**src/rtl/mult8_sequencer_pkg.sv**
```systemverilog
// Shared definitions for the nibble-serial 8x8 multiplier: FSM states, step count
// and the per-step shift applied to each 4x4 partial product.
package mult8_sequencer_pkg;

  typedef enum logic [1:0] {
    IDLE = 2'd0,
    MUL  = 2'd1,
    DONE = 2'd2
  } state_t;

  localparam int NSTEPS = 4;

  // Partial product weights: lo*lo, hi*lo, lo*hi, hi*hi.
  function automatic logic [3:0] step_shift(input logic [1:0] step);
    case (step)
      2'd0:    step_shift = 4'd0;
      2'd1:    step_shift = 4'd4;
      2'd2:    step_shift = 4'd4;
      default: step_shift = 4'd8;
    endcase
  endfunction

endpackage

```
**src/rtl/mult8_sequencer_multiplier.sv**
```systemverilog
// Combinational 4x4 unsigned array multiplier shared by all four sequencer steps.
module multiplier (
  input  logic [3:0] x,
  input  logic [3:0] y,
  output logic [7:0] p
);

  always_comb begin
    // NOTE: blocking assignments here, because p is accumulated row by row within a
    // single combinational evaluation; registered state elsewhere uses <=.
    p = 8'd0;
    for (int i = 0; i < 4; i++) begin
      if (y[i]) p = p + ({4'd0, x} << i);
    end
  end

endmodule

```
**src/rtl/mult8_sequencer.sv**
```systemverilog
// 8x8 unsigned multiplier built by stepping one 4x4 multiplier over four nibble
// pairs, with a start/busy/done handshake and a held product register.
module mult8_sequencer
  import mult8_sequencer_pkg::*;
#(
  parameter bit SKIP_ZERO = 1'b0
) (
  input  logic        clk,
  input  logic        rst,
  input  logic        start,
  input  logic        clr,
  input  logic [7:0]  a,
  input  logic [7:0]  b,
  output logic        busy,
  output logic        done,
  output logic [15:0] product
);

  state_t      state_q, state_d;
  logic [1:0]  step_q;
  logic [7:0]  a_r, b_r;
  logic [15:0] acc;
  logic [3:0]  nib_a, nib_b;
  logic [7:0]  pp;
  logic [15:0] pp_shifted;
  logic        accept, last_step, skip_now;

  assign accept    = (state_q == IDLE) && start && !clr;
  assign last_step = (step_q == 2'(NSTEPS - 1));
  // Operands are already latched, so checking them in step 0 reflects the start values.
  assign skip_now  = SKIP_ZERO && (step_q == 2'd0) && ((a_r == 8'd0) || (b_r == 8'd0));
  assign busy      = (state_q != IDLE);

  assign nib_a      = step_q[0] ? a_r[7:4] : a_r[3:0];
  assign nib_b      = step_q[1] ? b_r[7:4] : b_r[3:0];
  assign pp_shifted = 16'(pp) << step_shift(step_q);

  multiplier u_multiplier (
    .x (nib_a),
    .y (nib_b),
    .p (pp)
  );

  always_ff @(posedge clk or posedge rst) begin
    if (rst) state_q <= IDLE;
    else     state_q <= state_d;
  end

  always_comb begin
    // NOTE: default assigned first so every path drives state_d and no latch is inferred.
    state_d = state_q;
    case (state_q)
      IDLE:    if (accept) state_d = MUL;
      MUL: begin
        if (clr)                        state_d = IDLE;
        else if (skip_now || last_step) state_d = DONE;
      end
      DONE:    state_d = IDLE;
      default: state_d = IDLE;
    endcase
  end

  always_ff @(posedge clk or posedge rst) begin
    if (rst) begin
      // NOTE: operand and accumulator registers are reset too; it costs little and keeps
      // the datapath free of X values before the first start.
      step_q  <= 2'd0;
      a_r     <= 8'd0;
      b_r     <= 8'd0;
      acc     <= 16'd0;
      product <= 16'd0;
      done    <= 1'b0;
    end else begin
      done <= 1'b0;
      case (state_q)
        IDLE: begin
          if (accept) begin
            a_r    <= a;
            b_r    <= b;
            acc    <= 16'd0;
            step_q <= 2'd0;
          end
        end
        MUL: begin
          if (!clr) begin
            if (skip_now) begin
              product <= 16'd0;
              done    <= 1'b1;
            end else if (last_step) begin
              product <= acc + pp_shifted;
              done    <= 1'b1;
            end else begin
              acc    <= acc + pp_shifted;
              step_q <= step_q + 2'd1;
            end
          end
        end
        default: ;
      endcase
    end
  end

endmodule

```
**config.mk**
```make
export PLATFORM = sky130hd
export DESIGN_NAME = mult8_sequencer
export DESIGN_NICKNAME = d
export VERILOG_FILES = /design/src/rtl/mult8_sequencer_pkg.sv /design/src/rtl/mult8_sequencer_multiplier.sv /design/src/rtl/mult8_sequencer.sv
export SDC_FILE = /design/constraint.sdc
export NUM_CORES = 1
export LEC_CHECK = 0
export CAP_MARGIN = 15
export CORE_ASPECT_RATIO = 1.25
export CORE_UTILIZATION = 39
export CTS_CLUSTER_DIAMETER = 120
export DETAILED_ROUTE_END_ITERATION = 8
export PLACE_DENSITY_LB_ADDON = 0.2
export REMOVE_ABC_BUFFERS = 1
export SLEW_MARGIN = 40
export SYNTH_ARGS = -nofsm -noshare
export SYNTH_HDL_FRONTEND = slang
export SYNTH_HIERARCHICAL = 1
export SYNTH_SLANG_ARGS = --single-unit
```
**constraint.sdc**
```tcl
create_clock -name clk -period 16.1 [get_ports clk]
set_input_delay 3.22 -clock clk [delete_from_list [all_inputs] [get_ports clk]]
set_output_delay 3.22 -clock clk [all_outputs]
set_load 0.03 [all_outputs]
```
Fig. 1: run 1, wiring heat map
Scale bar: 20 um. 18 x 22 tiles, from dark purple (low) to yellow (high), scaled to the fullest tile. Values are wire area over tile area, all layers added.
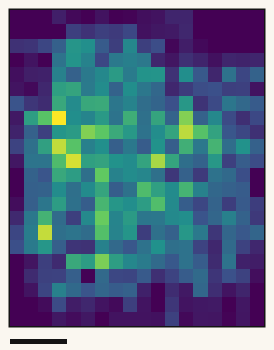
densest ninth of the die: center
emptiest ninth of the die: upper right
mean over tiles: 0.14

Fig. 2: run 1, cells by drive strength
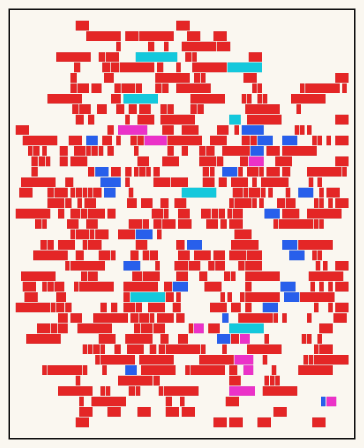
[red] _0 and _1 cells | cells: 410 | share: 91% | most used: nand2_1
[cyan] _6 and larger | cells: 7 | share: 1.6% | most used: clkbuf_16
[blue] _2 cells | cells: 24 | share: 5.3% | most used: mux2_2
[magenta] _3 and _4 cells | cells: 9 | share: 2.0% | most used: buf_4
setup ws final: 9.94 ns
Design Area, Final: 4380 um2
Repair and plain buffers: 41
area grow syn2layout: 17.1%

Fig. 3: run 1, congestion heat map
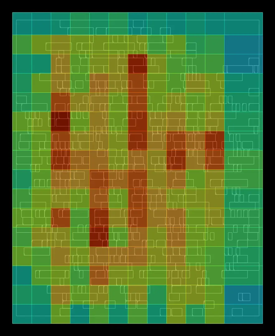
post-layout util: 47.5%
met1 track demand over resource: 22.8%

==> deck_impl_summary.md, run 1 <==
Physical Implementation Snapshot

Cells and area
  – Logic Gate Count: 332
  – Fraction of area in multi-input gates: 51.9%
  – Most numerous logic cell after layout: nand2_1
  – Post-Layout Cell Count: 573
  – Register area: 1330 um2
  – Layout cell share with drive strength beyond 1: 8.89%
  – Multi-input gate area: 2270 um2
  – FILL cells: 880

GRT
  – Global route hottest layer: met2
  – First-pass GRT wire length: 14.7 mm
  – Total GRT Usage: 19.0%
  – Largest net degree at the start of global routing: 54
  – Vias in the first global route: 2984

Drt
  – Drc violations: 0
  – Routed vias: 3075
  – Detailed Route Iter0 Violations: 76
  – WL met3: 332 um
  – Final wirelength: 8.87 mm
  – Wl on met1: 3.78 mm
  – Wire per inst: 15.5 um
  – Antenna Violating Nets Remaining: 0

STA
  – Slew HR: 52.4%
  – Period utilization: 38.2%
  – Fin Hold WS: 0.476 ns
  – RSZ-0062 raised after global routing: no
  – Final Max Slew Viols: 0
  – # setup viols final: 0

Synth
  – Ys cells: 420
  – Synth Area in XOR/XNOR: 3.98%
  – Top cells by count, synth: 87 x nand2_1, 53 x dfrtp_1, 27 x ha_1
  – Adder Area Share: 11.4%
  – Yosys Chip Area: 3740 um2
  – Dominant cell type by area after synthesis: dfrtp_1
  – Synth flops: 53
  – Top-area cell share: 35.4%
  – Area share of and/or/nand/nor cells after synthesis: 22.2%
  – EDFF count, synth: 0
  – Synth warn: 6
  – Seq/Total Area, Yosys: 35.4%
  – Syn Std Cell Area: 3740 um2
  – Synthesized area per cell: 8.91 um2
  – Cells after Synth: 420

Flow run
  – Max Cap Viol: 0

Setup path
  – Reg-to-reg slack, setup: 9.94 ns
  – Critical path data required time: 16.28 ns
  – CP max stage delay: 0.49 ns
  – Worst R2R End: acc[15]$_DFFE_PP0P_
  – Reg2reg start: step_q[0]$_DFFE_PP0P_
  – Setup crit start kind: flop
  – CP dominant cell by count: ha_1
  – Crit path max-delay family: adder cells
  – Worst path depth: 24
  – Setup crit start: step_q[0]$_DFFE_PP0P_

Pwr
  – VDD IR-drop max: 58.1 uV
  – Logic pwr share: 53.0%
  – Combinational logic power: 348 uW
  – PwrDens: 150 nW/um2
  – Leak: 2.07 nW

Clock network
  – Postcts setup bufs: 0
  – CTS tree: yes
  – Clock Root Buffer: clkbuf_16
  – Clk_lat worst skew: 0.30 ns
  – Cts hold-fix bufs: 0

Outcome
  – Status: finished clean

Floorplan
  – Core area: 9220 um2
  – Full die area: 9990 um2
  – Die y size: 112 um
  – Die Width: 89.6 um
  – FP Util: 40.6%

Min path
  – WHS Path Cells: 2
  – Hold Path End: b_r[3]$_DFFE_PP0P_
  – Hold path start: b_r[3]$_DFFE_PP0P_

Place
  – Port Buf Inserts: 37
  – Placed Cells incl. Taps: 565
==> inputs of run 2 (changes only) <==
Clock period 16.1 ns to 5.2 ns, I/O delays scaled along.
==> run 2 against run 1 <==
  * The run now ends with negative setup slack left
  * Largest power group unchanged
  * Clock power rose to 3.1 times the previous value
  * Total power rose to 4.0 times the previous value
  * Setup slack worse by 10 ns
  * First-iteration DRC count up 130%
  * Routed wire length up 17%
  * Register-to-register slack worse by 10 ns
==> deck_impl_summary.md, run 2 <==
Physical Implementation Snapshot

Cells and area
  – Multi-input gate area: 2590 um2 (+14%)
  – Logic Gate Count: 332 (unchanged)
  – Post-layout util: 56.7% (+9.2 points)
  – Most numerous logic cell after layout: nand2_1
  – Design Area, Final: 5230 um2 (+19%)

Floorplan
  – Die y size: 112 um (unchanged)
  – Full die area: 9990 um2 (unchanged)
  – Core area: 9220 um2 (unchanged)

Synth
  – Synthesized area per cell: 8.91 um2 (unchanged)
  – Dominant cell type by area after synthesis: dfrtp_1
  – Top cells by count, synth: 87 x nand2_1, 53 x dfrtp_1, 27 x ha_1
  – Yosys Chip Area: 3740 um2 (unchanged)
  – Area share of and/or/nand/nor cells after synthesis: 22.2% (unchanged)
  – Cells after Synth: 420 (unchanged)
  – Synth Area in XOR/XNOR: 3.98% (unchanged)
  – EDFF count, synth: 0 (unchanged)
  – Synth flops: 53 (unchanged)
  – Ys cells: 420 (unchanged)
  – Synth warn: 6 (unchanged)
  – Syn Std Cell Area: 3740 um2 (unchanged)

STA
  – Final Max Slew Viols: 0 (unchanged)
  – Setup ws final: -0.476 ns (-10.42 ns)
  – Slew HR: 48.7% (-3.7 points)
  – # setup viols final: 22 (+22)

Drt
  – WL met3: 276 um (-17%)
  – Drc violations: 0 (unchanged)
  – Wl on met1: 4.18 mm (+11%)
  – Routed vias: 3453 (+12%)
  – Detailed Route Iter0 Violations: 172 (+130%)
  – Antenna Violating Nets Remaining: 0 (unchanged)

Outcome
  – Failing checks: negative setup slack
  – Status: complete, but fails checks

GRT
  – Met1 track demand over resource: 24.8% (+2.0 points)
  – Largest net degree at the start of global routing: 54 (unchanged)
  – Vias in the first global route: 3505 (+17%)

Min path
  – Hold Path End: b_r[3]$_DFFE_PP0P_

Place
  – Placed Cells incl. Taps: 613 (+8.5%)

Setup path
  – Worst path depth: 28 (+17%)
  – Worst R2R End: product[14]$_DFFE_PP0P_

Pwr
  – VDD IR-drop max: 207 uV (+260%)
  – Logic pwr share: 63.9% (+11 points)

Clock network
  – Clk_lat worst skew: 0.30 ns (about the same)
  – CTS tree: yes
  – Clock Root Buffer: clkbuf_16
Fig. 4: run 2, cells by drive strength
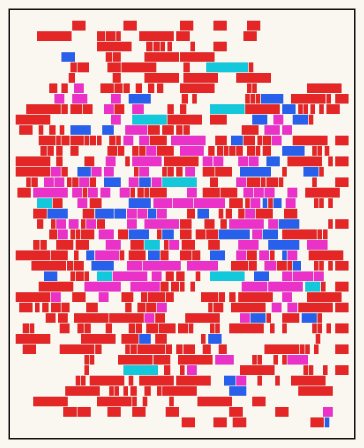
[red] _0 and _1 cells | cells: 365 | share: 70% | most used: nand2_1
[cyan] _6 and larger | cells: 10 | share: 1.9% | most used: clkbuf_16
[blue] _2 cells | cells: 45 | share: 8.7% | most used: mux2_2
[magenta] _3 and _4 cells | cells: 98 | share: 19% | most used: buf_4
setup ws final: -0.476 ns
area grow syn2layout: 39.7%
Repair and plain buffers: 109

Fig. 5: run 2, wiring heat map
Scale bar: 20 um. 18 x 22 tiles, from dark purple (low) to yellow (high), scaled to the fullest tile. Values are wire area over tile area, all layers added.
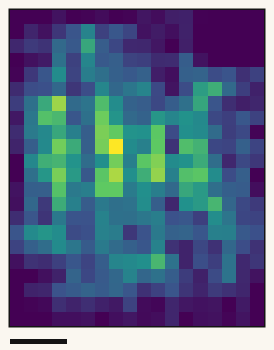
nearly empty tiles: 13%
densest ninth of the die: center
fullest tile: 0.60
tiles over half the peak: 14%
wire per inst: 16.2 um
final wirelength: 10.4 mm

Power is estimated from default activity; no workload was simulated.
